<file path="src/rtl/vga_timing_gen_pkg.sv">
// Shared VGA timing definitions for the display path.
// Holds the 640x480@60 default geometry, the derived line/frame totals and
// the control bundle type that travels through the alignment delay line.
package vga_timing_gen_pkg;

    localparam int unsigned VGA_H_ACTIVE = 640;
    localparam int unsigned VGA_H_FP     = 16;
    localparam int unsigned VGA_H_SYNC   = 96;
    localparam int unsigned VGA_H_BP     = 48;
    localparam int unsigned VGA_V_ACTIVE = 480;
    localparam int unsigned VGA_V_FP     = 10;
    localparam int unsigned VGA_V_SYNC   = 2;
    localparam int unsigned VGA_V_BP     = 33;

    localparam int unsigned VGA_H_TOTAL = VGA_H_ACTIVE + VGA_H_FP + VGA_H_SYNC + VGA_H_BP;
    localparam int unsigned VGA_V_TOTAL = VGA_V_ACTIVE + VGA_V_FP + VGA_V_SYNC + VGA_V_BP;

    localparam int unsigned VGA_SYNC_POL   = 0;  // 0 = active-low syncs
    localparam int unsigned VGA_CLK_DIV    = 2;  // 50 MHz clk -> 25 MHz pixel rate
    localparam int unsigned VGA_PIPE_DELAY = 1;  // renderer colour latency in clk

    // Timing decode bundle delayed to line up with the renderer's colour.
    typedef struct packed {
        logic hs_act;
        logic vs_act;
        logic video_on;
    } vga_ctl_t;

endpackage

</file>
<file path="src/rtl/vga_delay_line.sv">
// Clock-rate shift register with asynchronous active-low reset.
// Ports:
//   clk   - clock
//   rst_n - asynchronous active-low reset, clears every stage
//   din   - WIDTH-bit input
//   dout  - din delayed by DEPTH clk cycles (DEPTH = 0 is a pass-through)
module vga_delay_line #(
    parameter int unsigned WIDTH = 1,
    parameter int unsigned DEPTH = 1
) (
    input  logic             clk,
    input  logic             rst_n,
    input  logic [WIDTH-1:0] din,
    output logic [WIDTH-1:0] dout
);

    generate
        if (DEPTH == 0) begin : g_pass
            assign dout = din;
        end else begin : g_shift
            logic [WIDTH-1:0] stage_q [DEPTH];
            logic [WIDTH-1:0] stage_d [DEPTH];

            always_comb begin
                stage_d[0] = din;
                for (int unsigned i = 1; i < DEPTH; i++) begin
                    stage_d[i] = stage_q[i-1];
                end
            end

            always_ff @(posedge clk or negedge rst_n) begin
                if (!rst_n) begin
                    for (int unsigned i = 0; i < DEPTH; i++) begin
                        stage_q[i] <= '0;
                    end
                end else begin
                    for (int unsigned i = 0; i < DEPTH; i++) begin
                        stage_q[i] <= stage_d[i];
                    end
                end
            end

            assign dout = stage_q[DEPTH-1];
        end
    endgenerate

endmodule

</file>
<file path="src/rtl/vga_timing_gen.sv">
// VGA timing generator and pin-side colour blanking.
// Produces the pixel strobe, scan coordinates and sync timing, and registers
// blanked renderer colour together with delayed syncs onto the VGA pins.
// Ports:
//   clk, reset_n            - system clock, asynchronous active-low reset
//   pix_r/g/b_in [3:0]      - renderer colour (PIPE_DELAY clk behind row/col)
//   row, col [31:0]         - current v_cnt / h_cnt, zero-extended
//   pix_tick                - one-clk strobe; counters advance on it
//   video_on                - undelayed active-area flag
//   frame_start             - one-clk pulse when counters wrap to (0,0)
//   frame_count [15:0]      - frames since reset, wrapping
//   vga_hs, vga_vs          - syncs to pins
//   vga_r/g/b [3:0]         - blanked colour to pins
module vga_timing_gen
    import vga_timing_gen_pkg::*;
#(
    parameter int unsigned H_ACTIVE   = VGA_H_ACTIVE,
    parameter int unsigned H_FP       = VGA_H_FP,
    parameter int unsigned H_SYNC     = VGA_H_SYNC,
    parameter int unsigned H_BP       = VGA_H_BP,
    parameter int unsigned V_ACTIVE   = VGA_V_ACTIVE,
    parameter int unsigned V_FP       = VGA_V_FP,
    parameter int unsigned V_SYNC     = VGA_V_SYNC,
    parameter int unsigned V_BP       = VGA_V_BP,
    parameter int unsigned SYNC_POL   = VGA_SYNC_POL,
    parameter int unsigned CLK_DIV    = VGA_CLK_DIV,
    parameter int unsigned PIPE_DELAY = VGA_PIPE_DELAY
) (
    input  logic        clk,
    input  logic        reset_n,
    input  logic [3:0]  pix_r_in,
    input  logic [3:0]  pix_g_in,
    input  logic [3:0]  pix_b_in,
    output logic [31:0] row,
    output logic [31:0] col,
    output logic        pix_tick,
    output logic        video_on,
    output logic        frame_start,
    output logic [15:0] frame_count,
    output logic        vga_hs,
    output logic        vga_vs,
    output logic [3:0]  vga_r,
    output logic [3:0]  vga_g,
    output logic [3:0]  vga_b
);

    localparam int unsigned H_TOTAL = H_ACTIVE + H_FP + H_SYNC + H_BP;
    localparam int unsigned V_TOTAL = V_ACTIVE + V_FP + V_SYNC + V_BP;
    localparam int unsigned HW      = $clog2(H_TOTAL);
    localparam int unsigned VW      = $clog2(V_TOTAL);
    localparam int unsigned DIV_W   = (CLK_DIV > 1) ? $clog2(CLK_DIV) : 1;
    localparam int unsigned CTL_W   = $bits(vga_ctl_t);

    localparam logic [DIV_W-1:0] DIV_LAST = DIV_W'(CLK_DIV - 1);
    localparam logic [HW-1:0]    H_LAST   = HW'(H_TOTAL - 1);
    localparam logic [HW-1:0]    H_ACT    = HW'(H_ACTIVE);
    localparam logic [HW-1:0]    HS_FIRST = HW'(H_ACTIVE + H_FP);
    localparam logic [HW-1:0]    HS_LAST  = HW'(H_ACTIVE + H_FP + H_SYNC - 1);
    localparam logic [VW-1:0]    V_LAST   = VW'(V_TOTAL - 1);
    localparam logic [VW-1:0]    V_ACT    = VW'(V_ACTIVE);
    localparam logic [VW-1:0]    VS_FIRST = VW'(V_ACTIVE + V_FP);
    localparam logic [VW-1:0]    VS_LAST  = VW'(V_ACTIVE + V_FP + V_SYNC - 1);
    localparam logic             POL      = (SYNC_POL != 0);

    logic [DIV_W-1:0] div_cnt_q, div_cnt_d;
    logic [HW-1:0]    h_cnt_q, h_cnt_d;
    logic [VW-1:0]    v_cnt_q, v_cnt_d;
    logic             frame_start_q, frame_start_d;
    logic [15:0]      frame_count_q, frame_count_d;
    logic             frame_wrap;

    logic             vga_hs_q, vga_hs_d;
    logic             vga_vs_q, vga_vs_d;
    logic [3:0]       vga_r_q, vga_r_d;
    logic [3:0]       vga_g_q, vga_g_d;
    logic [3:0]       vga_b_q, vga_b_d;

    vga_ctl_t         ctl_now;
    vga_ctl_t         ctl_dly;
    logic [CTL_W-1:0] ctl_dly_bits;

    // Qualified by reset_n so that with CLK_DIV = 1 the strobe is still low
    // while reset is held (div_cnt alone would read as the last phase).
    assign pix_tick = reset_n && (div_cnt_q == DIV_LAST);

    always_comb begin
        div_cnt_d     = pix_tick ? '0 : div_cnt_q + DIV_W'(1);
        h_cnt_d       = h_cnt_q;
        v_cnt_d       = v_cnt_q;
        frame_wrap    = pix_tick && (h_cnt_q == H_LAST) && (v_cnt_q == V_LAST);
        frame_start_d = frame_wrap;
        frame_count_d = frame_wrap ? frame_count_q + 16'd1 : frame_count_q;
        if (pix_tick) begin
            if (h_cnt_q == H_LAST) begin
                h_cnt_d = '0;
                v_cnt_d = (v_cnt_q == V_LAST) ? '0 : v_cnt_q + VW'(1);
            end else begin
                h_cnt_d = h_cnt_q + HW'(1);
            end
        end
    end

    always_comb begin
        ctl_now          = '0;
        ctl_now.hs_act   = (h_cnt_q >= HS_FIRST) && (h_cnt_q <= HS_LAST);
        ctl_now.vs_act   = (v_cnt_q >= VS_FIRST) && (v_cnt_q <= VS_LAST);
        ctl_now.video_on = (h_cnt_q < H_ACT) && (v_cnt_q < V_ACT);
    end

    vga_delay_line #(
        .WIDTH (CTL_W),
        .DEPTH (PIPE_DELAY)
    ) u_ctl_dly (
        .clk   (clk),
        .rst_n (reset_n),
        .din   (ctl_now),
        .dout  (ctl_dly_bits)
    );

    assign ctl_dly = vga_ctl_t'(ctl_dly_bits);

    // Colour is not delayed here: the renderer already returns it PIPE_DELAY
    // clk behind row/col, so only the timing decode needs to catch up.
    always_comb begin
        vga_hs_d = ctl_dly.hs_act ? POL : ~POL;
        vga_vs_d = ctl_dly.vs_act ? POL : ~POL;
        vga_r_d  = ctl_dly.video_on ? pix_r_in : '0;
        vga_g_d  = ctl_dly.video_on ? pix_g_in : '0;
        vga_b_d  = ctl_dly.video_on ? pix_b_in : '0;
    end

    always_ff @(posedge clk or negedge reset_n) begin
        if (!reset_n) begin
            div_cnt_q     <= '0;
            h_cnt_q       <= '0;
            v_cnt_q       <= '0;
            frame_start_q <= 1'b0;
            frame_count_q <= '0;
            vga_hs_q      <= ~POL;
            vga_vs_q      <= ~POL;
            vga_r_q       <= '0;
            vga_g_q       <= '0;
            vga_b_q       <= '0;
        end else begin
            div_cnt_q     <= div_cnt_d;
            h_cnt_q       <= h_cnt_d;
            v_cnt_q       <= v_cnt_d;
            frame_start_q <= frame_start_d;
            frame_count_q <= frame_count_d;
            vga_hs_q      <= vga_hs_d;
            vga_vs_q      <= vga_vs_d;
            vga_r_q       <= vga_r_d;
            vga_g_q       <= vga_g_d;
            vga_b_q       <= vga_b_d;
        end
    end

    assign row         = 32'(v_cnt_q);
    assign col         = 32'(h_cnt_q);
    assign video_on    = ctl_now.video_on;
    assign frame_start = frame_start_q;
    assign frame_count = frame_count_q;
    assign vga_hs      = vga_hs_q;
    assign vga_vs      = vga_vs_q;
    assign vga_r       = vga_r_q;
    assign vga_g       = vga_g_q;
    assign vga_b       = vga_b_q;

endmodule

</file>
<file path="config.mk">
export PLATFORM = sky130hd
export DESIGN_NAME = vga_timing_gen
export DESIGN_NICKNAME = d
export VERILOG_FILES = /design/src/rtl/vga_timing_gen_pkg.sv /design/src/rtl/vga_delay_line.sv /design/src/rtl/vga_timing_gen.sv
export SDC_FILE = /design/constraint.sdc
export NUM_CORES = 1
export LEC_CHECK = 0
export CORE_UTILIZATION = 39
export DETAILED_ROUTE_END_ITERATION = 7
export PLACE_DENSITY = 0.73
export REMOVE_ABC_BUFFERS = 1
export SLEW_MARGIN = 20
export SYNTH_ARGS = -nofsm -noshare
export SYNTH_HDL_FRONTEND = slang
export SYNTH_SLANG_ARGS = --single-unit
export TNS_END_PERCENT = 50
</file>
<file path="constraint.sdc">
create_clock -name clk -period 4.9 [get_ports clk]
set_clock_uncertainty 0.1 [all_clocks]
set_input_delay 0.98 -clock clk [delete_from_list [all_inputs] [get_ports clk]]
set_output_delay 0.98 -clock clk [all_outputs]
set_load 0.1 [all_outputs]
</file>
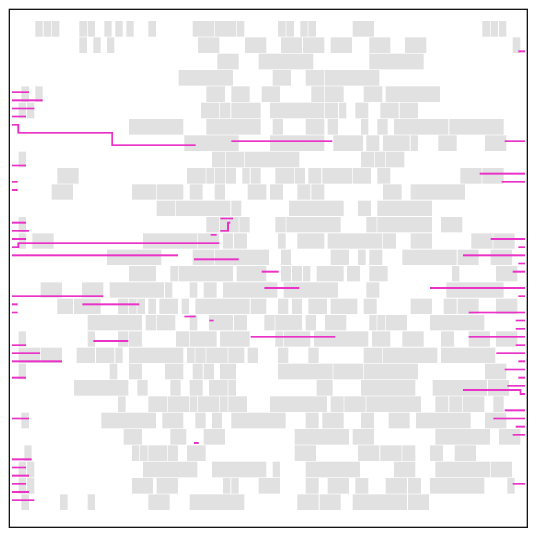
Fig. 1. Signal wires on met3.
Drawn at 6 px/µm. Cells faint in the background.
main direction: horizontal
nets with wire on the layer: 62
wire length on this layer: 346 µm
longest straight run: 33.4 µm

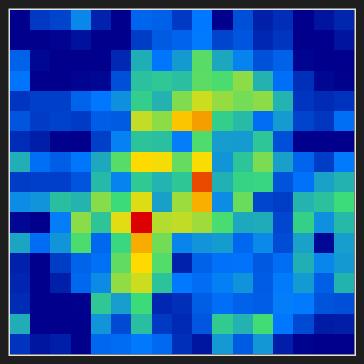
Fig. 2. Routed metal per tile.
Drawn at 4 px/µm. 17 x 17 tiles, from dark blue (low) to red (high), scaled to the fullest tile. Values are wire area over tile area, all layers added.
nearly empty tiles: 15%
tiles over half the peak: 14%
mean over tiles: 0.12
emptiest ninth of the die: north-west
densest ninth of the die: center

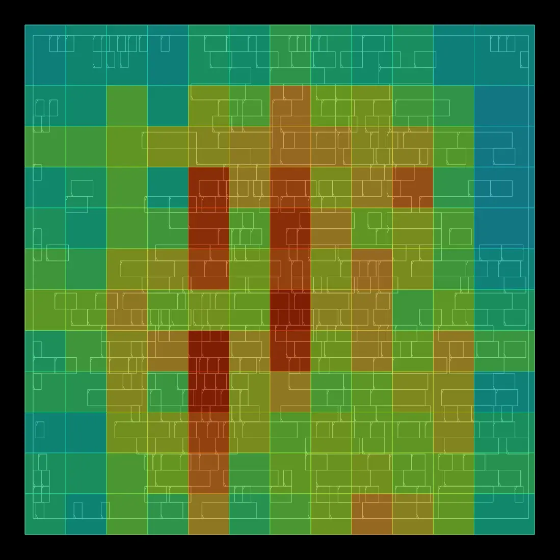
Fig. 3. Routing congestion.
GRT Util Overall: 15.6%
drt wl/cell: 13.0 µm

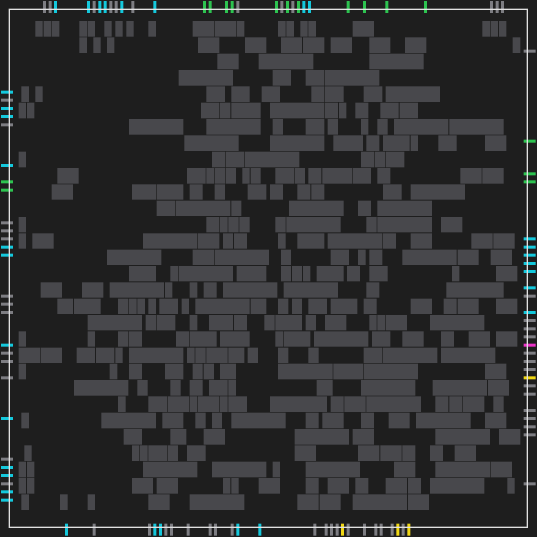
Fig. 4. I/O pins on the die edge.
Drawn at 6 px/µm. Pins as bars across the die edge, other pins in gray.
| port | color | pins | direction | edge |
|---|---|---|---|---|
| video_on | magenta | 1 | output | east |
| frame_count | green | 16 | output | 11 north, 3 east, 2 west |
| pix_r_in | yellow | 4 | input | 3 south, 1 east |
| row | cyan | 32 | output | 12 west, 8 north, 7 east, 5 south |
all pins by edge: 31 north, 27 west, 27 east, 26 south

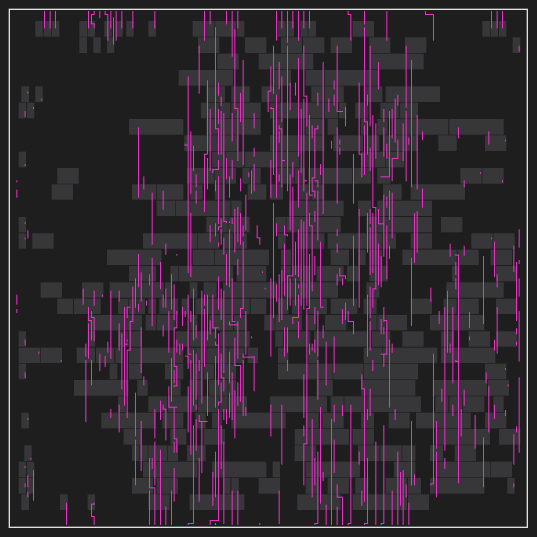
Fig. 5. Metal 2.
Drawn at 6 px/µm. Cells faint in the background.
share of all routed wire: 48%
main direction: vertical
longest straight run: 37.9 µm
nets with wire on the layer: 309

==> impl_metrics.py <==
# Synthesis and PnR figures
metrics = {
    "finish": {
        "largest_reg_flops": 16,
        "clock_buffers": 6,
        "logic_area_um2": 1160,
        "logic_gates": 191,
        "seq-cell-share_pct": 39.8,
    },
    "logic_synthesis": {
        "synthTopCellsByCount": "53 x dfrtp_1, 44 x buf_4, 16 x and2_1",
        "yosysUniqueCellTypes": 37,
        "ys_seq_share_pct": 50.0,
        "top_cells_by_area": "dfrtp_1 48%, buf_4 12%, xnor2_1 4.1%",
        "xor_share_pct": 8.25,
        "top_cell_area_share_pct": 48.1,
        "ys_ff": 55,
        "yosys.area_share.aoi_pct": 3.22,
        "synth_cells": 261,
        "syn_area_um2": 2760,
        "flop_cell": "dfrtp_1",
    },
    "setup_path": {
        "endpoint": "video_on",
        "cp_top_family": "buffers and inverters",
        "endpoint_kind": "primary output",
        "slowest_stage": "clkdlybuf4s50_1",
        "cp_slowest_stage_delay_ns": 1.14,
    },
    "cts": {
        "path_clk_slew_ns": 0.10,
        "cts_inserted_buffers": 5,
        "ctsResizeCount": 0,
        "clk_path_buf_depth": 2,
        "cts_tree": "done",
    },
    "global_routing": {
        "grt_pass1_wl_mm": 9.16,
        "grtUsageMet3_pct": 4.04,
        "grt_pass1_vias": 1853,
    },
    "sta": {
        "setup_tns_ns": 0,
        "setup_viol": 0,
        "rsz0062_at_grt": "false",
        "period_used_pct": 70.6,
    },
    "min_path": {
        "holdPathStages": 1,
        "hold_start": "u_ctl_dly.dout[2]",
    },
    "routing": {
        "wirelength_mm": 5.57,
        "viasPerCell": 4.64,
        "wl_met3_um": 345,
        "drtIter0Drc": 118,
        "drt-met1-wl_mm": 2.46,
    },
    "die": {
        "taps": 96,
    },
    "status": {
        "status": "finished clean",
    },
    "power": {
        "pwr-share-comb_pct": 35.6,
    },
    "place": {
        "dpl_worst_slack_ns": 1.79,
    },
}
## stage by stage
step | cells | power (mW) | area, µm² | util (%) | hold WS (ns)
after floorplan | 256 | 0.860 | 2570 | - | 0.237
after global placement | 420 | 0.938 | 3360 | 49.2 | 0.243
after detailed placement | 420 | 0.941 | 3370 | 49.3 | 0.245
after CTS | 428 | 1.21 | 3470 | 50.7 | 0.264
after global routing | 428 | 1.24 | 3470 | 50.7 | 0.269
final | 428 | 1.20 | 3470 | 50.7 | 0.260
## power by group through the flow
stage	Sequential (mW)	Combinational, mW	Clock [mW]
6_report	0.504	0.427	0.270
5_1_grt	0.509	0.442	0.293
4_1_cts	0.505	0.428	0.276
3_5_place_dp	0.514	0.427	0
3_3_place_gp	0.513	0.425	0
2_1_floorplan	0.671	0.189	0
Power and IR drop assume default switching activity.
